### src/rtl/mic_cfg_pkg.sv
// mic_cfg_pkg: shared types, default widths and channel-search helper for the mic-array config scheduler.
package mic_cfg_pkg;
    localparam int MIC_N_CH   = 16;
    localparam int MIC_CH_W   = 4;
    localparam int MIC_ADDR_W = 8;
    localparam int MIC_DATA_W = 16;

    typedef enum logic [2:0] {
        IDLE,
        ISSUE,
        WAIT_ACK,
        WAIT_DONE,
        NEXT,
        DONE
    } state_t;

    // Returns {found, index} of the lowest set bit strictly above base, or of any bit when from_start.
    function automatic logic [MIC_CH_W:0] next_set_above(
        input logic [MIC_N_CH-1:0] mask,
        input logic [MIC_CH_W-1:0] base,
        input logic                from_start
    );
        logic [MIC_CH_W:0] r;
        r = '0;
        for (int i = MIC_N_CH - 1; i >= 0; i--)
            if (mask[i] && (from_start || i > int'(base)))
                r = {1'b1, MIC_CH_W'(i)};
        return r;
    endfunction
endpackage

### src/rtl/mic_cfg_prio_enc.sv
// mic_cfg_prio_enc: finds the lowest set mask bit above base (or the lowest overall when from_start).
module mic_cfg_prio_enc #(
    parameter int N = 16,
    parameter int W = 4
) (
    input  logic [N-1:0] mask,
    input  logic [W-1:0] base,
    input  logic         from_start,
    output logic         found,
    output logic [W-1:0] idx
);
    always_comb begin
        found = 1'b0;
        idx   = '0;
        for (int i = N - 1; i >= 0; i--)
            if (mask[i] && (from_start || i > int'(base))) begin
                found = 1'b1;
                idx   = W'(i);
            end
    end
endmodule

### src/rtl/mic_array_cfg_scheduler.sv
// mic_array_cfg_scheduler: issues register writes to the mic-array control engines one channel at a time,
// waiting out each engine's busy window and skipping engines that stall past TIMEOUT cycles.
module mic_array_cfg_scheduler
    import mic_cfg_pkg::*;
#(
    parameter int N_CH    = MIC_N_CH,
    parameter int CH_W    = MIC_CH_W,
    parameter int ADDR_W  = MIC_ADDR_W,
    parameter int DATA_W  = MIC_DATA_W,
    parameter int TIMEOUT = 4096
) (
    input  logic              clk,
    input  logic              reset_n,
    input  logic              cmd_valid,
    output logic              cmd_ready,
    input  logic              cmd_bcast,
    input  logic [CH_W-1:0]   cmd_ch,
    input  logic [ADDR_W-1:0] cmd_addr,
    input  logic [DATA_W-1:0] cmd_data,
    input  logic [N_CH-1:0]   ch_enable,
    output logic [N_CH-1:0]   ch_start,
    output logic [ADDR_W-1:0] ch_addr,
    output logic [DATA_W-1:0] ch_data,
    input  logic [N_CH-1:0]   ch_busy,
    output logic              done,
    output logic              sched_busy,
    output logic              err_timeout,
    output logic [CH_W-1:0]   err_ch,
    input  logic              clear_err
);
    localparam int CNT_W = $clog2(TIMEOUT);

    state_t            state;
    logic [N_CH-1:0]   mask;
    logic [N_CH-1:0]   acc_mask;
    logic [CH_W-1:0]   idx;
    logic [CH_W-1:0]   enc_idx;
    logic              enc_found;
    logic [CNT_W-1:0]  cnt;
    logic              busy_sel;
    logic              hold;
    logic              tmo;
    state_t            adv;

    assign acc_mask   = cmd_bcast ? ch_enable : (N_CH'(1) << cmd_ch);
    assign busy_sel   = ch_busy[idx];
    assign tmo        = cnt == CNT_W'(TIMEOUT - 1);
    assign hold       = (state == WAIT_ACK) ? !busy_sel : busy_sel;
    assign adv        = (state == ISSUE) ? WAIT_ACK : (state == WAIT_ACK) ? WAIT_DONE : NEXT;
    assign cmd_ready  = state == IDLE;
    assign sched_busy = state != IDLE;
    assign done       = state == DONE;
    assign ch_start   = (state == ISSUE && !busy_sel) ? (N_CH'(1) << idx) : '0;

    // In IDLE the search runs over the incoming mask from bit 0; in NEXT it continues above idx.
    mic_cfg_prio_enc #(.N(N_CH), .W(CH_W)) u_enc (
        .mask       (state == IDLE ? acc_mask : mask),
        .base       (idx),
        .from_start (state == IDLE),
        .found      (enc_found),
        .idx        (enc_idx)
    );

    always_ff @(posedge clk or negedge reset_n) begin
        if (!reset_n) begin
            state       <= IDLE;
            mask        <= '0;
            idx         <= '0;
            cnt         <= '0;
            ch_addr     <= '0;
            ch_data     <= '0;
            err_timeout <= 1'b0;
            err_ch      <= '0;
        end else begin
            if (clear_err)
                err_timeout <= 1'b0;
            cnt <= '0;
            case (state)
                IDLE: if (cmd_valid) begin
                    ch_addr <= cmd_addr;
                    ch_data <= cmd_data;
                    mask    <= acc_mask;
                    idx     <= enc_idx;
                    state   <= enc_found ? ISSUE : DONE;
                end
                ISSUE, WAIT_ACK, WAIT_DONE: begin
                    if (!hold)
                        state <= adv;
                    else if (tmo) begin
                        err_timeout <= 1'b1;
                        err_ch      <= idx;
                        state       <= NEXT;
                    end else
                        cnt <= cnt + 1'b1;
                end
                NEXT: begin
                    mask[idx] <= 1'b0;
                    idx       <= enc_found ? enc_idx : idx;
                    state     <= enc_found ? ISSUE : DONE;
                end
                DONE:    state <= IDLE;
                default: state <= IDLE;
            endcase
        end
    end
endmodule
### config.mk
export PLATFORM = sky130hd
export DESIGN_NAME = mic_array_cfg_scheduler
export DESIGN_NICKNAME = d
export VERILOG_FILES = /design/src/rtl/mic_cfg_pkg.sv /design/src/rtl/mic_cfg_prio_enc.sv /design/src/rtl/mic_array_cfg_scheduler.sv
export SDC_FILE = /design/constraint.sdc
export NUM_CORES = 1
export LEC_CHECK = 0
export CAP_MARGIN = 25
export CORE_ASPECT_RATIO = 0.75
export CORE_UTILIZATION = 43
export CTS_CLUSTER_SIZE = 10
export DETAILED_ROUTE_END_ITERATION = 8
export GPL_ROUTABILITY_DRIVEN = 0
export PLACE_DENSITY = 0.77
export SYNTH_ARGS = -nofsm -noshare
export SYNTH_HDL_FRONTEND = slang
export SYNTH_SLANG_ARGS = --single-unit
### constraint.sdc
create_clock -name clk -period 2.39 [get_ports clk]
set_input_delay 0.239 -clock clk [delete_from_list [all_inputs] [get_ports clk]]
set_output_delay 0.239 -clock clk [all_outputs]
set_load 0.05 [all_outputs]
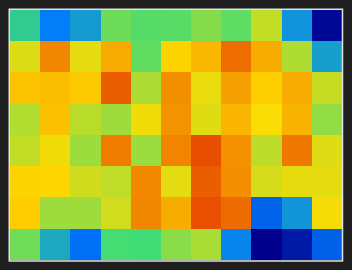
Figure 1: placement density heat map.
Drawn at 3 px/µm. The die is cut into 11 by 8 equal tiles; dark blue is low, red is high, 0 to 100% covered.
emptiest ninth of the die = bottom right
fullest tile = 91%
mean over tiles = 65%
nearly empty tiles = 2.3%
tiles over 75% full = 38%

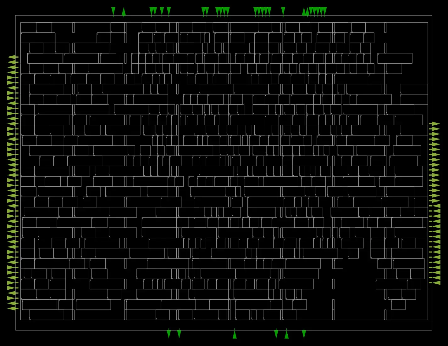
Figure 2: placed standard cells.
final cell utilization of the core: 71.8%
number of inserted filler cells in the final layout: 628
num tapcells: 108

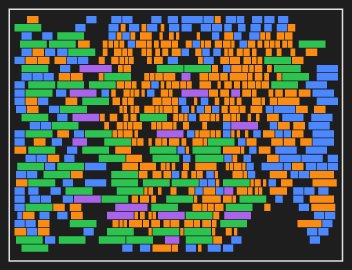
Figure 3: placed cells, one color a class.
Drawn at 3 px/µm.
clock drivers and dummy loads -> purple  # cells 16
flops -> green  # cells 63
other buffers and delay cells -> blue  # cells 164
combinational and other logic -> orange  # cells 325

==> synth_stat cells, drive strengths merged (8+ instances only) <==
| master | count |
|---|---|
| mux2 | 29 |
| nand3 | 12 |
| nor3 | 15 |
| nor2 | 45 |
| a21oi | 24 |
| nand2b | 8 |
| dfrtp | 63 |
| o21ai | 40 |
| clkbuf | 18 |
| inv | 12 |
| o211ai | 12 |
| nand2 | 35 |
==> worst max-delay path: stages, from the launching register on <==
cell and delay (ns):
sky130_fd_sc_hd__dfrtp_2 0.46, sky130_fd_sc_hd__mux4_2 0.52, sky130_fd_sc_hd__mux4_2 0.53, sky130_fd_sc_hd__nor3_4 0.19, sky130_fd_sc_hd__buf_4 0.16, sky130_fd_sc_hd__nand2_4 0.09, sky130_fd_sc_hd__nor2_4 0.15, sky130_fd_sc_hd__buf_12 0.14
==> run notes <==
• Iteration-0 DRC Markers: 479
• aggregate routed wire length: 11,900 µm
• vias per cell: 5.82
• number of instances resized during post-cts repair: 9
• clkbuf count: 11
• MUX area fraction: 13.7%
• hold buffer count at cts: 1
• Post-Synth Adder-Cell Area: 0.592%
• worst relative slew slack: 56.7%
• Critical R2R Launch: idx[0]
• fmax: 357 MHz
• clock skew: 0.0101 ns
• CP arrival: 2.56 ns
• number of warnings issued by yosys: 0
• highest ir drop seen on vdd: 955 µV
• run status: complete, but fails checks
• R2R depth: 10
• area of combinational cells with multiple inputs: 0.00232 mm²
• Clock net power: 1.47 mW
• Largest register FFs: 16
• Sequential Power Share: 21.9%
• largest register by flop count: ch_data
• highest-count cells in the layout ignoring fill and taps: sky130_fd_sc_hd__clkdlybuf4s50_1, sky130_fd_sc_hd__dfrtp_1, sky130_fd_sc_hd__buf_4, sky130_fd_sc_hd__o21ai_0, sky130_fd_sc_hd__nand2_1
• area added between synthesis and finish: 61.1%
• Async S/R FF share, synth: 100%
• number of enable flip-flop cells: 0
• setup slack on the worst flop-to-flop path: -0.31 ns
• failing checks: setup timing
• total of max-cap violations: 0
• number of antenna violations at the first check in global routing: 0
• Worst setup EP type: output port
• setup fix buffers added after clock tree synthesis: 5
• Signal inverters: 13
• most area-hungry cell type in the Yosys netlist: sky130_fd_sc_hd__dfrtp_1
• power share of the combinational group: 60.0%
• area after detailed placement: 0.00563 mm²
• Cell variety after synth: 66
• Post-Route M1 WL: 5200 µm
• number of buffers inserted by port buffering: 112
• number of synthesized register bits: 63
• Internal Pwr Total: 4.44 mW
• H-tree lvl count: 3
• Global Route met2 Usage: 39.4%
• power attributed to sequential cells: 1.79 mW
• primary flip-flop cell chosen by synthesis mapping: sky130_fd_sc_hd__dfrtp_1
• Placed Cells incl. Taps: 651
• YS chip area: 0.00380 mm²
• met1 track utilization from global routing: 35.9%
• cell kind with the greatest summed area: multi-input combinational cells
• total met2 wirelength after detailed routing: 5320 µm
• dpl hpwl: 8740 µm
• vias in the first global route: 3,805
• DR WL/cell: 17.7 µm
• number of nets with antenna violations after routing: 0
• fraction of synthesized cell area taken by the top area cell type: 41.4%
• ranking of synthesized cells by area: sky130_fd_sc_hd__dfrtp_1, sky130_fd_sc_hd__mux2_2, sky130_fd_sc_hd__o21ai_0
• total of endpoints with negative setup slack in the final report: 35
• crit share post-route: 117%
• register area: 0.00158 mm²
• Critical Path RT: 2.15 ns
• CTS Root Cell: sky130_fd_sc_hd__clkbuf_16
• wire length of the first global-routing pass: 19,200 µm
• clock power share: 18.0%
• drt drc: 0
• Top Usage Layer GRT: met2
• number of CTS-inserted buffers: 9
• area fraction in and, or, nand and nor cells: 17.6%
• Pre-antenna DRT Iters: 5
• maximum clock insertion buffer count: 2
• post-synthesis sequential area ratio: 41.4%
• average instance area after synthesis: 9.30 µm²
• post-route standard cell area excluding fillers: 0.00613 mm²
• Insertion Delay late pin: 0.33 ns
• Leak: 2.52 nW
• relative area of non-clock buffer cells in the final design: 27.8%
• path type of the worst min-delay path: in -> async
• net total in the final layout: 629
• post-synth design cell area: 0.00380 mm²
• number of multi-input combinational cells in the layout: 312
• pin count of the biggest net entering global routing: 37
• min Tclk post-route: 2.80 ns
• Final Hold Slack: 0.472 ns
• most common library cell in the layout ignoring fill and taps: sky130_fd_sc_hd__clkdlybuf4s50_1
• number of OpenROAD warnings: 29
• power density over the cells: 1330 mW/mm²
• count of buffers not belonging to the clock network in the layout: 164
• setup total negative slack: -10.12 ns
• number of hold violations in the final report: 0
• number of placement rows: 29
• beginning of the critical path: idx[0]
• Crit Path Class: reg -> out
• routed via count: 3,931
• multi-input combinational area share: 37.9%
• top sig layer: met4
• post-synthesis cell count from yosys: 409
• reg2reg end: err_ch[1]
• area of the chip: 0.00923 mm²
• critical path launch point type: flip-flop
• total overflow reported by the global router: 0
• synthesized-area fraction occupied by xor and xnor cells: 2.30%
• width of the die: 111 µm
• I/O Pins: 113
• net count after synthesis: 475
• total design power: 8.15 mW
• Final WS setup: -0.412 ns
• Chip Height: 83.5 µm
• Clock transition at path regs: 0.06 ns
• proportion of layout cells with a drive suffix above 1: 29.0%
• switching power share of the total: 45.5%
• clock tree from TritonCTS: yes
• Slew @ Worst Pin: 0.649 ns
• setup slack at placement: -0.329 ns
• critical path capture point: ch_start[12]
• Largest Pwr Group: combinational logic
• clock tree cell share of total cell area: 5.54%
• setup repair after global routing missed its margin: true
• sequential fraction of total cell area: 25.8%
• post-synthesis instance total: 409
• clock sink count: 63
• Post-Layout Cell Count: 676
• final max-slew violation count: 0
• aoi/oai-family share of the synthesized area: 20.7%
• Switch Pwr: 3.71 mW
• number of antenna repair diodes: 0
• initial standard-cell utilization of the core: 44.6%
• Largest regs: ch_data: 16 flops, mask: 15 flops, cnt: 12 flops
• total routing resource utilization after global routing: 26.3%
• wire length on met3: 1260 µm
• Seq Cell Count: 63
• Max Fanout on Critical Path: 5
• Power Combinational: 4.89 mW
• met3 Resource Use GR: 9.73%
No activity file was given, so power comes from the tool's default toggle rates.
